`config.mk`:
```
export PLATFORM = sky130hd
export DESIGN_NAME = lzw_hash_seq
export DESIGN_NICKNAME = d
export VERILOG_FILES = /design/src/rtl/lzw_hash_seq.sv
export SDC_FILE = /design/constraint.sdc
export NUM_CORES = 1
export LEC_CHECK = 0
export CAP_MARGIN = 40
export CORE_MARGIN = 2
export CORE_UTILIZATION = 44
export CTS_CLUSTER_SIZE = 16
export DETAILED_ROUTE_END_ITERATION = 10
export GPL_TIMING_DRIVEN = 0
export HOLD_SLACK_MARGIN = 0.02
export PLACE_DENSITY = 0.84
export SLEW_MARGIN = 20
export SYNTH_ARGS = -nofsm -noshare
export SYNTH_HDL_FRONTEND = slang
export SYNTH_SLANG_ARGS = --single-unit
```
`constraint.sdc`:
```
create_clock -name clk -period 1.9 [get_ports clk]
set_input_delay 0.38 -clock clk [delete_from_list [all_inputs] [get_ports clk]]
set_output_delay 0.38 -clock clk [all_outputs]
set_load 0.05 [all_outputs]
```
`src/rtl/lzw_hash_seq.sv`:
```
// -----------------------------------------------------------------------------
// lzw_hash_seq
//
// Sequencer for the LZW hash/dictionary datapath. Accepts characters over a
// valid/ready handshake, drives the hash unit's control strobes, interprets
// the lookup results, emits output codes and inserts new dictionary entries.
//
// Optional feature macro: LZW_PROBE_LIMIT_EN
//   defined   - re-probing of one lookup is bounded by PROBE_MAX; when the
//               bound is hit, the current prefix is emitted and no entry is
//               inserted.
//   undefined - no probe counter; re-probing continues until match or
//               not_in_mem.
//
// Handshakes (valid/ready):
//   A transfer happens on the rising clk edge where both valid and ready are
//   high. A producer holds its valid and its data stable until that edge.
//   char_valid/char_ready: the upstream source is the producer. char_ready is
//   a one-cycle strobe, and the character is consumed on the edge that ends
//   that cycle.
//   code_valid/code_ready: this block is the producer. code_out is held until
//   code_ready is seen, and the block stalls for as long as it has to.
//
// Ports:
//   clk, rst            clock; synchronous active-high reset
//   start               begin a stream (only honoured in IDLE)
//   char_valid/last     input character strobe / last-character flag
//   char_ready          one-cycle accept of the current character
//   gen_hash            one-cycle hash request
//   recal_hash          re-probe mode, held for the rest of that lookup
//   shift_char          load string_reg in the hash unit
//   mux_code_val        string_reg source: 0 = character, 1 = code-value RAM
//   not_in_mem, match, collis, in_code_mem   hash unit lookup results
//   string_reg [12:0]   current prefix code from the hash unit
//   dict_we, code_we    dictionary / code-value RAM write strobes
//   new_code [11:0]     code written by code_we
//   code_out [12:0], code_valid, code_ready  emitted code stream
//   busy                high in every state except IDLE
//   done                one-cycle pulse at the end of a stream
//   state_dbg [3:0]     current FSM state (debug visibility)
// -----------------------------------------------------------------------------
module lzw_hash_seq #(
    parameter int FIRST_CODE = 256,
    parameter int CODE_MAX   = 4095,
    parameter int PROBE_MAX  = 7
) (
    input  logic        clk,
    input  logic        rst,
    input  logic        start,
    input  logic        char_valid,
    input  logic        char_last,
    output logic        char_ready,
    output logic        gen_hash,
    output logic        recal_hash,
    output logic        shift_char,
    output logic        mux_code_val,
    input  logic        not_in_mem,
    input  logic        match,
    input  logic        collis,
    input  logic        in_code_mem,
    input  logic [12:0] string_reg,
    output logic        dict_we,
    output logic        code_we,
    output logic [11:0] new_code,
    output logic [12:0] code_out,
    output logic        code_valid,
    input  logic        code_ready,
    output logic        busy,
    output logic        done,
    output logic [3:0]  state_dbg
);

    localparam logic [12:0] FIRST_CODE_L = 13'(FIRST_CODE);
    localparam logic [12:0] CODE_MAX_L   = 13'(CODE_MAX);

    typedef enum logic [3:0] {
        S_IDLE       = 4'd0,
        S_FIRST      = 4'd1,
        S_NEXT       = 4'd2,
        S_W1         = 4'd3,
        S_W2         = 4'd4,
        S_EVAL       = 4'd5,
        S_EXT        = 4'd6,
        S_MISS       = 4'd7,
        S_MISS_NOINS = 4'd8,
        S_INS        = 4'd9,
        S_LOAD       = 4'd10,
        S_FLUSH      = 4'd11,
        S_DONE       = 4'd12
    } state_t;

    state_t      state;
    logic [12:0] next_code;

`ifdef LZW_PROBE_LIMIT_EN
    localparam logic [2:0] PROBE_LIM = 3'(PROBE_MAX);
    logic [2:0] probe_cnt;
`endif

    assign state_dbg = state;

    // All outputs are registered. Each one is set on the transition into the
    // state that owns it, so the strobe is high for exactly the cycle the FSM
    // spends in that state (gen_hash in W1; shift_char/char_ready in LOAD and
    // EXT; dict_we/code_we in INS; done in DONE).
    always_ff @(posedge clk) begin
        if (rst) begin
            state        <= S_IDLE;
            next_code    <= FIRST_CODE_L;
            char_ready   <= 1'b0;
            gen_hash     <= 1'b0;
            recal_hash   <= 1'b0;
            shift_char   <= 1'b0;
            mux_code_val <= 1'b0;
            dict_we      <= 1'b0;
            code_we      <= 1'b0;
            new_code     <= '0;
            code_out     <= '0;
            code_valid   <= 1'b0;
            busy         <= 1'b0;
            done         <= 1'b0;
`ifdef LZW_PROBE_LIMIT_EN
            probe_cnt    <= '0;
`endif
        end else begin
            // Single-cycle strobes fall back to 0 unless a state sets them.
            char_ready   <= 1'b0;
            gen_hash     <= 1'b0;
            shift_char   <= 1'b0;
            mux_code_val <= 1'b0;
            dict_we      <= 1'b0;
            code_we      <= 1'b0;
            done         <= 1'b0;

            case (state)
                S_IDLE: begin
                    if (start) begin
                        state     <= S_FIRST;
                        busy      <= 1'b1;
                        next_code <= FIRST_CODE_L;
                    end
                end

                // The first character becomes the prefix without a lookup.
                S_FIRST: begin
                    if (char_valid) begin
                        state      <= S_LOAD;
                        shift_char <= 1'b1;
                        char_ready <= 1'b1;
                    end
                end

                // Look the next character up; it is not consumed yet.
                S_NEXT: begin
                    if (char_valid) begin
                        state    <= S_W1;
                        gen_hash <= 1'b1;
`ifdef LZW_PROBE_LIMIT_EN
                        probe_cnt <= '0;
`endif
                    end
                end

                S_W1: state <= S_W2;

                S_W2: begin
                    if (not_in_mem) begin
                        state      <= S_MISS;
                        code_out   <= string_reg;
                        code_valid <= 1'b1;
                    end else begin
                        state <= S_EVAL;
                    end
                end

                S_EVAL: begin
                    if (match) begin
                        state        <= S_EXT;
                        shift_char   <= 1'b1;
                        mux_code_val <= 1'b1;
                        char_ready   <= 1'b1;
                    end else if (collis || in_code_mem) begin
                        // Slot taken by a different string: probe again.
`ifdef LZW_PROBE_LIMIT_EN
                        if (probe_cnt == PROBE_LIM) begin
                            state      <= S_MISS_NOINS;
                            code_out   <= string_reg;
                            code_valid <= 1'b1;
                        end else begin
                            probe_cnt  <= probe_cnt + 3'd1;
                            state      <= S_W1;
                            gen_hash   <= 1'b1;
                            recal_hash <= 1'b1;
                        end
`else
                        state      <= S_W1;
                        gen_hash   <= 1'b1;
                        recal_hash <= 1'b1;
`endif
                    end else begin
                        // Empty slot not flagged as not_in_mem: treat as miss.
                        state      <= S_MISS;
                        code_out   <= string_reg;
                        code_valid <= 1'b1;
                    end
                end

                S_EXT: begin
                    recal_hash <= 1'b0;
                    state      <= char_last ? S_FLUSH : S_NEXT;
                end

                S_MISS: begin
                    if (code_ready) begin
                        code_valid <= 1'b0;
                        if (next_code <= CODE_MAX_L) begin
                            state    <= S_INS;
                            dict_we  <= 1'b1;
                            code_we  <= 1'b1;
                            new_code <= next_code[11:0];
                        end else begin
                            // Dictionary full: emit only, no write.
                            state      <= S_LOAD;
                            shift_char <= 1'b1;
                            char_ready <= 1'b1;
                        end
                    end
                end

                S_MISS_NOINS: begin
                    if (code_ready) begin
                        code_valid <= 1'b0;
                        state      <= S_LOAD;
                        shift_char <= 1'b1;
                        char_ready <= 1'b1;
                    end
                end

                // next_code only advances here, which is only reachable while
                // next_code <= CODE_MAX, so it saturates at CODE_MAX + 1.
                S_INS: begin
                    next_code  <= next_code + 13'd1;
                    recal_hash <= 1'b0;
                    state      <= S_LOAD;
                    shift_char <= 1'b1;
                    char_ready <= 1'b1;
                end

                S_LOAD: begin
                    recal_hash <= 1'b0;
                    state      <= char_last ? S_FLUSH : S_NEXT;
                end

                // string_reg changes on the edge that leaves LOAD/EXT, so it
                // is captured one cycle into FLUSH rather than on entry.
                S_FLUSH: begin
                    if (!code_valid) begin
                        code_out   <= string_reg;
                        code_valid <= 1'b1;
                    end else if (code_ready) begin
                        code_valid <= 1'b0;
                        done       <= 1'b1;
                        state      <= S_DONE;
                    end
                end

                S_DONE: begin
                    busy  <= 1'b0;
                    state <= S_IDLE;
                end

                default: begin
                    state      <= S_IDLE;
                    busy       <= 1'b0;
                    code_valid <= 1'b0;
                    recal_hash <= 1'b0;
                end
            endcase
        end
    end

endmodule

```
==> job_summary.md, run 1 <==
### Flow metrics

| Metric | Value |
|---|---|
| Status | complete, no violations |
| Hold Path Depth | 3 |
| Crit start category | register |
| Seq share, synth | 41.9% |
| Hold Path End | mux_code_val |
| GRT Resource Usage Total | between 20% and 30% |
| Worst endpoint required time | roughly 1.5 ns |
| Critical path's top delay family | buffers and inverters |
| Starting DRT DRC Count | ~220 |
| Power Dens Cells | 899 nW/um2 |
| Clock slew at reported path FFs | ~0.09 ns |
| Vias per cell | around 5.4 |
| Nets at Floorplan | approximately 290 |
| Wire per inst | about 15 um |
| FFs w/ async S/R, synth | 0% |
| CTS max path bufs | 2 |
| CP max stage cell | clkdlybuf4s50_1 |
| Routed Antenna Nets | 0 |
| Fin crit period | between 1.5 and 2 ns |
| LEAKAGE | approximately 1.3 nW |
| Fmax | between 500 and 600 MHz |
| Yosys reg bits | 50 |
| Design Area, Final | 3300 um2 |
| Maximum VDD drop | just under 0.5 mV |
| CP endpoint | state_dbg[1] |
| Top cells, area | dfxtp_1 (42%), mux2i_1 (11%), nor2_1 (6.9%) |
| Post-route clock period utilization | between 90% and 100% |
| CP endpoint kind | primary output |
| Dpl hpwl | approximately 4.3 mm |
| IO Pins | slightly above 60 |
| Cell count after synthesis | 267 |
| Share of the synthesized area in the top cell type | about two fifths |
| Clk Latency, worst-skew pair | about 0.30 ns |
| Syn avg cell area | around 9 um2 |
| Worst-Margin Slew | about 0.55 ns |
| CTS tree | yes |
| Logic cell area | about 1300 um2 |
| Setup crit start | state_dbg[1] |
| Area leader, netlist | dfxtp_1 |
| Vias in the first global route | 2049 |
| Post-synth area from yosys stat | 2390 um2 |
| Worst min path class | primary input to register |
| Layout area overhead | 38.4% |
| Hold buffer count at cts | 0 |
[run 1: report_power, final]
group / total (mW) / internal (mW) / switching (mW)
combinational: 1.23 / 0.484 / 0.749
sequential: 1.15 / 1.11 / 0.0426
clock: 0.586 / 0.253 / 0.333
total: 2.97 / 1.85 / 1.12
[run 1: stage by stage]
stage	total power, mW	cells	utilization, %	hold WS (ns)
4_1_cts	2.91	404	61.6	0.489
6_report	2.97	408	63.9	0.411
3_3_place_gp	2.32	397	59.7	0.473
3_5_place_dp	2.32	397	59.7	0.486
2_1_floorplan	2.00	267	-	0.480
5_1_grt	3.14	408	63.9	0.441
[run 1: per-layer routing]
layer	vias up	global-route usage [%]	routed length (um)
met5	-	0	0
met4	0	8.39	151
met3	13	5.70	517
met2	91	32.8	2820
met1	1023	26.3	2570
li1	1085	-	-
[run 1: cell usage after synthesis, types with 5 or more instances]
cell       n
mux2i_1   26
nand2_1   14
a21oi_1   15
nor3_1    11
o21ai_0   11
buf_2      6
clkbuf_1  10
dfxtp_1   50
nand3_1    5
nor2_1    44
[run 1: cells by family after synthesis]
family | count (synthesis) | synth area share, %
AOI/OAI and AO/OA | 46 | 12.6
xor gates and xnor gates | 7 | 2.57
buffers and inverters | 26 | 5.82
DFF | 50 | 41.9
adders and majority gates | 1 | 0.524
muxes | 28 | 11.8
and+or+nand+nor | 109 | 24.7
[run 1: final cells by class]
cell class | count | area share, %
sequential | 50 | 30.7
multi-input combinational | 191 | 39.6
inverter | 4 | 0.454
buffer | 21 | 4.58
tap | 70 | 2.65
clock inverter | 1 | 0.227
timing repair buffer | 65 | 19.5
clock buffer | 6 | 2.20
[run 1: what timing repair did]
action,CTS,global route
setup buffers,0,4
setup endpoints to repair,28,35
cloned,0,1
gates resized,13,32
pin swaps,3,5
==> run_1/cell_classes.png <==
(4 px per um) Fill, decap, tap and diode cells in grey.
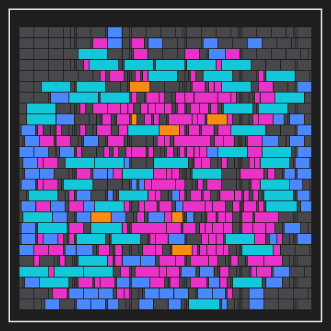
- magenta: all other logic (cells 195; share of their area 41%)
- cyan: flip-flops (cells 50; share of their area 32%)
- orange: clock drivers and dummy loads (cells 7; share of their area 2.5%)
- blue: other buffers and delay cells (cells 86; share of their area 25%)

==> run_1/final_clocks.png <==
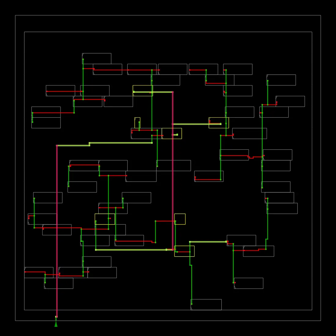
Post-Route Skew: 0.00441 ns
flip-flops: 50

==> run_1/pins.png <==
(4 px per um) Pins as bars across the die edge, other pins in grey.
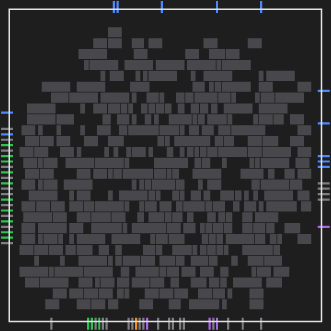
- orange: collis (pins 1; direction input; edge bottom)
- blue: new_code (pins 12; direction output; edge 5 right, 5 top, 2 left)
- purple: state_dbg (pins 4; direction output; edge 3 bottom, 1 right)
- green: string_reg (pins 13; direction input; edge 10 left, 3 bottom)
- all pins by edge: 24 bottom, 23 left, 10 right, 5 top
Die Ht: 77.7 um
Port Buffers: 60
die width: 77.7 um

==> run_1/clock_map.png <==
(8 px per um)
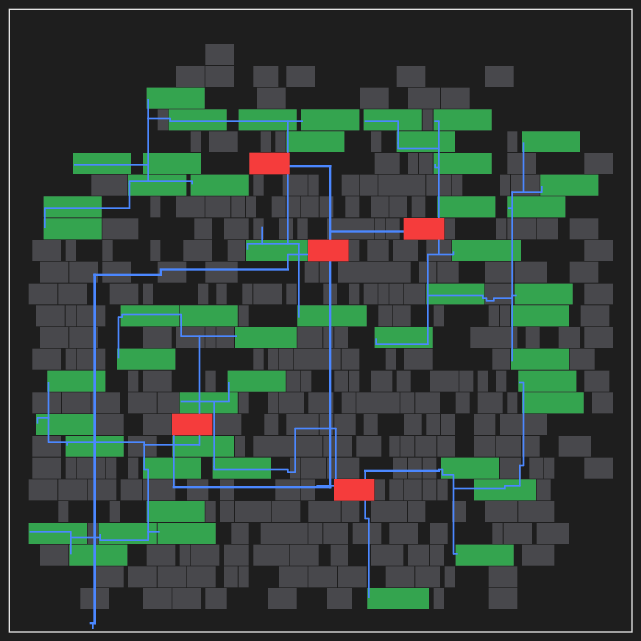
- red: cells driving clock nets (count 5)
- blue: clock wires (length 573 um)
- green: flip-flops (count 50)
- routed clock nets: 6

==> run_1/met2.png <==
(4 px per um) Cells faint in the background.
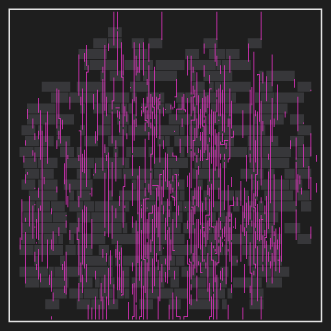

## Run 2: what changed since run 1
--- a/config.mk
+++ b/config.mk
@@ -5,6 +5,7 @@
 export SDC_FILE = /design/constraint.sdc
 export NUM_CORES = 1
 export LEC_CHECK = 0
+export ABC_AREA = 1
 export CAP_MARGIN = 40
 export CORE_MARGIN = 2
 export CORE_UTILIZATION = 44
==> run_2/met2.png <==
(4 px per um) Cells faint in the background.
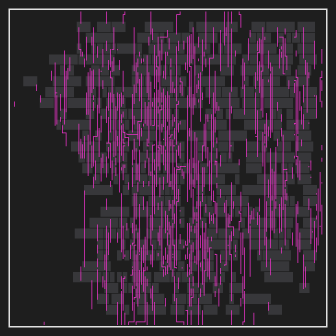
- nets with wire on the layer: 351
- wire length on this layer: 2930 um
- longest straight run: 32.8 um
- main direction: vertical
- share of all routed wire: 47%
met2 Resource Use GR: 35.1%
final WL: 6.21 mm
via count: 2489

==> run_2/clock_map.png <==
(8 px per um)
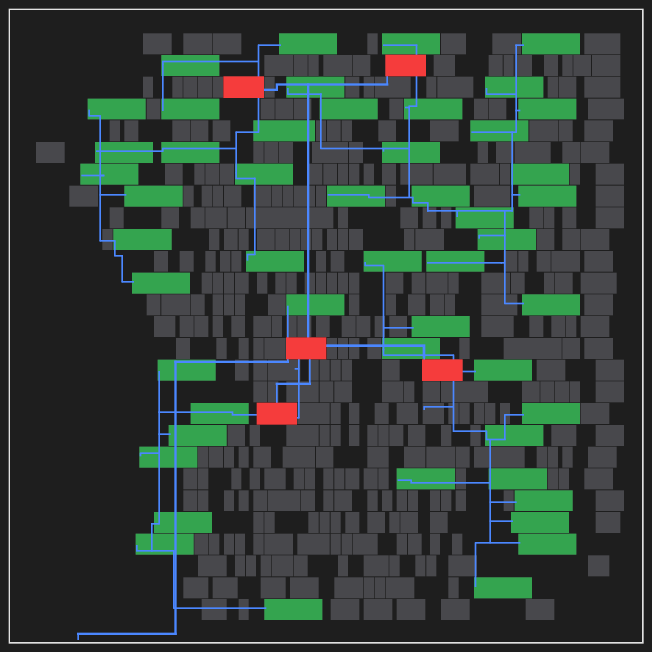
- blue: clock wires (length 572 um)
- green: flip-flops (count 50)
- red: cells driving clock nets (count 5)
- routed clock nets: 6
- flops lie: spread over the die

==> run_2/final_clocks.png <==
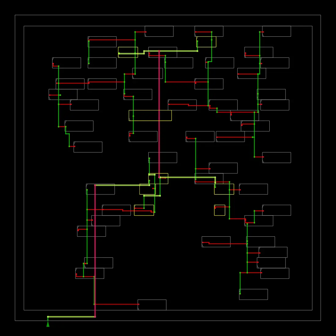
Power Clock: 0.778 mW
CLK BUF: 5
Post-Route Skew: 0.0111 ns

==> run 2 against run 1 <==
Compared with the run above: die size increased by 3.5%; synthesized area up 3.7%; sequential power is 6% higher; power up 6.4%; largest power group is now sequential cells; highest routed layer unchanged.
==> job_summary.md, run 2 <==
### Flow metrics

| Metric | Value |
|---|---|
| Die width | 79.0 um (+1.7%) |
| Post-route clock period utilization | 97.9% (-0.64 points) |
| Seq share, synth | 40.4% (-1.5 points) |
| Routing usage on met1 | 27.3% (+1.1 points) |
| Yosys reg bits | 50 (unchanged) |
| Power, Total | 3.16 mW (+6.4%) |
| CTS tree | yes |
| Hold buffer count at cts | 0 (unchanged) |
| Post-synth area from yosys stat | 2480 um2 (+3.7%) |
| Vias in the first global route | 2269 (+11%) |
| Status | complete, no violations |
| Grt met3 use | 3.75% (-1.9 points) |
| Clk Latency, worst-skew pair | 0.32 ns (+0.02 ns) |
| Crit start category | register |
| Final std cells w/o fill | 486 (+19%) |
| Nets at Floorplan | 368 (+26%) |
| Wire per inst | 12.8 um (-14%) |
| Commonest cells post-synth | nand2_1 (75), dfxtp_1 (50), nor2_1 (44) |
| GRT Resource Usage Total | 21.0% (+0.36 points) |
| Layout area overhead | 34.0% |
| Worst-Margin Slew | 0.544 ns (-0.00217 ns) |
| Port Buffers | 60 (unchanged) |
| Dpl hpwl | 4.73 mm (+9.6%) |
| Worst endpoint required time | 1.52 ns (about the same) |
run 2: area by class of cell:
type                            instances  area share, %
Tap cell                               72           2.72
Inverter                               31           3.58
Sequential cell                        50           30.2
Clock buffer                            5           2.07
Timing Repair Buffer                   62           19.0
Clock inverter                          3           1.47
Buffer                                 13           2.90
Multi-Input combinational cell        250           38.1
run 2: cell families after synthesis:
group,share of synthesized area [%]
AOI/OAI and AO/OA,15.6
buffers and inverters,8.69
and+or+nand+nor,34.8
DFF,40.4
adders and majority gates,0.505
run 2: where the power goes:
group	leakage, nW	switching, mW	total (mW)	internal [mW]
clock	0.0563	0.377	0.778	0.401
combinational	0.980	0.785	1.16	0.375
sequential	0.404	0.0965	1.22	1.13
run 2: routing by layer:
| metal | vias up | wire length [um] |
|---|---|---|
| li1 | 1274 | - |
| met2 | 91 | 2930 |
| met5 | - | 0 |
| met4 | 0 | 91 |
| met3 | 6 | 326 |
| met1 | 1118 | 2860 |
run 2: final timing paths:
path	startpoint	to	depth (start not counted)	slack, ns
setup / recovery	code_out[3]	code_out[3]	1	0.04
hold / removal	rst	new_code[5]	2	0.42
setup reg to reg	next_code[1]	new_code[11]	9	0.15
hold reg to reg	next_code[12]	next_code[12]	1	0.46
run 2: repair_timing:
item                                    4_1_cts  5_1_grt
endpoints found under the setup margin        7       18
pin swaps                                     0        2
setup buffers                                 0        2
gates resized                                 7       11
run 2: per-stage QoR:
step / util [%] / cell area (um2)
finish: 60.6 / 3320
floorplan: - / 2480
detailed placement: 57.9 / 3170
global route: 60.6 / 3320
CTS: 59.9 / 3280
global placement: 57.9 / 3170
==> run_2/cell_classes.png <==
(4 px per um) Fill, decap, tap and diode cells in grey.
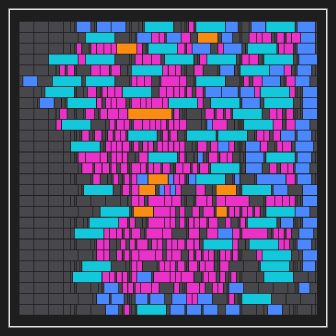

## Run 3: what changed since run 2
--- a/config.mk
+++ b/config.mk
@@ -8,12 +8,13 @@
 export ABC_AREA = 1
 export CAP_MARGIN = 40
 export CORE_MARGIN = 2
-export CORE_UTILIZATION = 44
+export CORE_UTILIZATION = 46
+export CTS_BUF_LIST = sky130_fd_sc_hd__clkbuf_8
 export CTS_CLUSTER_SIZE = 16
 export DETAILED_ROUTE_END_ITERATION = 10
 export GPL_TIMING_DRIVEN = 0
 export HOLD_SLACK_MARGIN = 0.02
-export PLACE_DENSITY = 0.84
+export PLACE_DENSITY = 0.87
 export SLEW_MARGIN = 20
 export SYNTH_ARGS = -nofsm -noshare
 export SYNTH_HDL_FRONTEND = slang
==> run_3/cell_classes.png <==
(4 px per um) Fill, decap, tap and diode cells in grey.
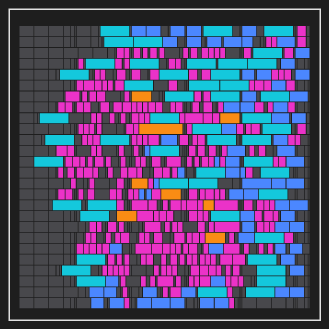
- magenta: all other logic (cells 281; share of their area 43%)
- cyan: flip-flops (cells 50; share of their area 31%)
- orange: clock drivers and dummy loads (cells 8; share of their area 3.7%)
- blue: other buffers and delay cells (cells 73; share of their area 22%)
core area: 5140 um2
Design Area, Final: 3300 um2
Util after Layout: 64.2%
fraction of area in registers: 30.4%

==> run_3/pins.png <==
(4 px per um) Pins as bars across the die edge, other pins in grey.
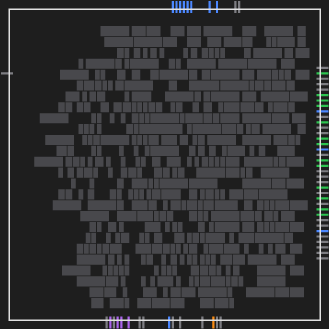
- orange: collis (pins 1; direction input; edge bottom)
- purple: state_dbg (pins 4; direction output; edge bottom)
- green: string_reg (pins 13; direction input; edge right)
- blue: new_code (pins 12; direction output; edge 8 top, 3 right, 1 bottom)
Die Ht: 77.4 um
die width: 77.4 um

==> run 3 against run 2 <==
Compared with the run above: fmax about the same; critical endpoint is now new_code[4]; flip-flop count is the same; power increased by 0.32%; setup slack better by 0.00079 ns; global-route usage increased by 1.3 points; clock skew decreased by 0.0032 ns; final area down 0.45%; critical path depth did not move; clock power increased by 0.5%; largest power group unchanged; non-clock buffer count is 2 lower; critical path type unchanged; register-to-register slack hardly changed; synthesized cell count stayed put.
==> job_summary.md, run 3 <==
### Flow metrics

| Metric | Value |
|---|---|
| Status | complete, no violations |
| Finish-stage setup viols | 0 |
| Worst-Margin Slew | 0.549 ns (+0.00509 ns) |
| Warnings from Yosys | 0 |
| Port Buffers | 60 (unchanged) |
| Worst reg2reg path endpoint | new_code[2] |
| Dpl hpwl | 4.96 mm (+4.9%) |
| Metal2 WL | 3.00 mm (+2.7%) |
| Nets at Floorplan | 368 (unchanged) |
| Pins Over Slew Limit | 0 |
| Grt met3 use | 4.77% (+1.0 points) |
| Highest metal used | met4 |
| Met2 Resource Use GR | 36.2% (+1.1 points) |
| Yosys reg bits | 50 (unchanged) |
| Vias in the first global route | 2292 (+1.0%) |
| Hold Path Depth | 2 (unchanged) |
| Hold Path Origin | rst |
| Total grt overflow | 0 |
| Post-synth area from yosys stat | 2480 um2 (unchanged) |
| Global-route wire length before repair | between 10 and 15 mm |
| Setup slack on the worst flop-to-flop path | 0.15 ns (about the same) |
| Crit start category | register |
| Crit-path cells | clkdlybuf4s50_1 |
| Worst endpoint required time | 1.52 ns (about the same) |
| Ys cells | 344 |
| Via count | 2479 (-0.40%) |
| Final WL | 6.41 mm (+3.3%) |
| GRT Resource Usage Total | 22.2% (+1.3 points) |
| CTS tree | yes |
| Post-route clock period utilization | 97.8% (about the same) |
| RSZ-0062 raised after global routing | no |
| Routing usage on met1 | 29.9% (+2.6 points) |
| Post-synth EDFFs | 0 |
| RR Startpoint | next_code[1] |
| Power, Total | 3.17 mW (+0.32%) |
| Most frequent cells in the layout | nand2_1 (75), dfxtp_1 (49), nor2_1 (43), clkdlybuf4s50_1 (43), a21oi_1 (30) |
| Final #Nets | 435 |
| CTS max path bufs | 2 |
| Met1 WL | 2.96 mm (+3.4%) |
| Seq share, synth | 40.4% (unchanged) |
| R2R depth | 9 (unchanged) |
| Commonest cells post-synth | nand2_1 (75), dfxtp_1 (50), nor2_1 (44) |
| Fin crit period | between 1.5 and 2 ns |
| Syn avg cell area | approximately 7.2 um2 |
| Wire per inst | 13.3 um (+4.2%) |
| Biggest regs | code_out x13, next_code x13, new_code x12 |
| Share of the synthesized area in the top cell type | between 40% and 50% |
| Hold Path End | new_code[5] |
| Layout area overhead | 33.4% |
| WL met3 | 387 um (+19%) |
==> run_3/final_clocks.png <==
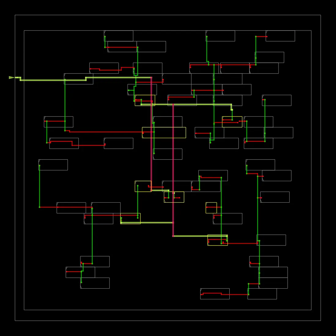
Clk Latency, worst-skew pair: 0.31 ns
Post-Route Skew: 0.00796 ns
CTS Buf Count: 5
clock sink total: 50

[run 3: area by class of cell]
cell class	count	area (um2)
well taps	70	87.6
clock buffers	5	68.8
repair buffers	60	617
flip-flops and latches	50	1000
multi-input cells	250	1260
inverters	31	119
fillers	454	1840
plain buffers	13	96.3
clock inverters	3	48.8
[run 3: cells by family after synthesis]
family                   share of synthesized area (%)
AND-OR/OR-AND                                     15.6
adder cells (fa/ha/maj)                          0.505
buffers and inverters                             8.69
flip-flops                                        40.4
AND/OR/NAND/NOR                                   34.8
[run 3: power breakdown]
| group | switching (mW) | total (mW) | internal [mW] | leakage, nW |
|---|---|---|---|---|
| Sequential | 0.0943 | 1.22 | 1.13 | 0.404 |
| Combinational | 0.793 | 1.17 | 0.375 | 0.990 |
| Clock | 0.381 | 0.782 | 0.401 | 0.0563 |
| Total | 1.27 | 3.17 | 1.90 | 1.45 |
[run 3: worst max path at each step]
stage,start,to,slack (ns),depth (start not counted)
after CTS,new_code[3],new_code[3],0.02,1
after detailed placement,code_ready,state_dbg[2],-0.12,7
after global placement,code_ready,state_dbg[2],-0.09,7
final,new_code[4],new_code[4],0.04,1
after global routing,next_code[1],new_code[6],0.001,9
after floorplan,state_dbg[0],code_out[10],0.12,8
[run 3: stage by stage]
stage          instances  hold slack [ns]  cell area (um2)  setup TNS [ns]
2_1_floorplan        344            0.422             2480               0
3_3_place_gp         474            0.432             3160          -0.295
3_5_place_dp         474            0.438             3160          -0.389
4_1_cts              482            0.406             3270               0
5_1_grt              482            0.436             3300               0
6_report             482            0.405             3300               0
[run 3: what timing repair did]
item / 4_1_cts / 5_1_grt
hold buffers: 0 / 0
endpoints found under the setup margin: 7 / 20
pin swaps: 0 / 1
gates resized: 7 / 12
buffers inserted: 0 / 0
Power and IR drop assume default switching activity.
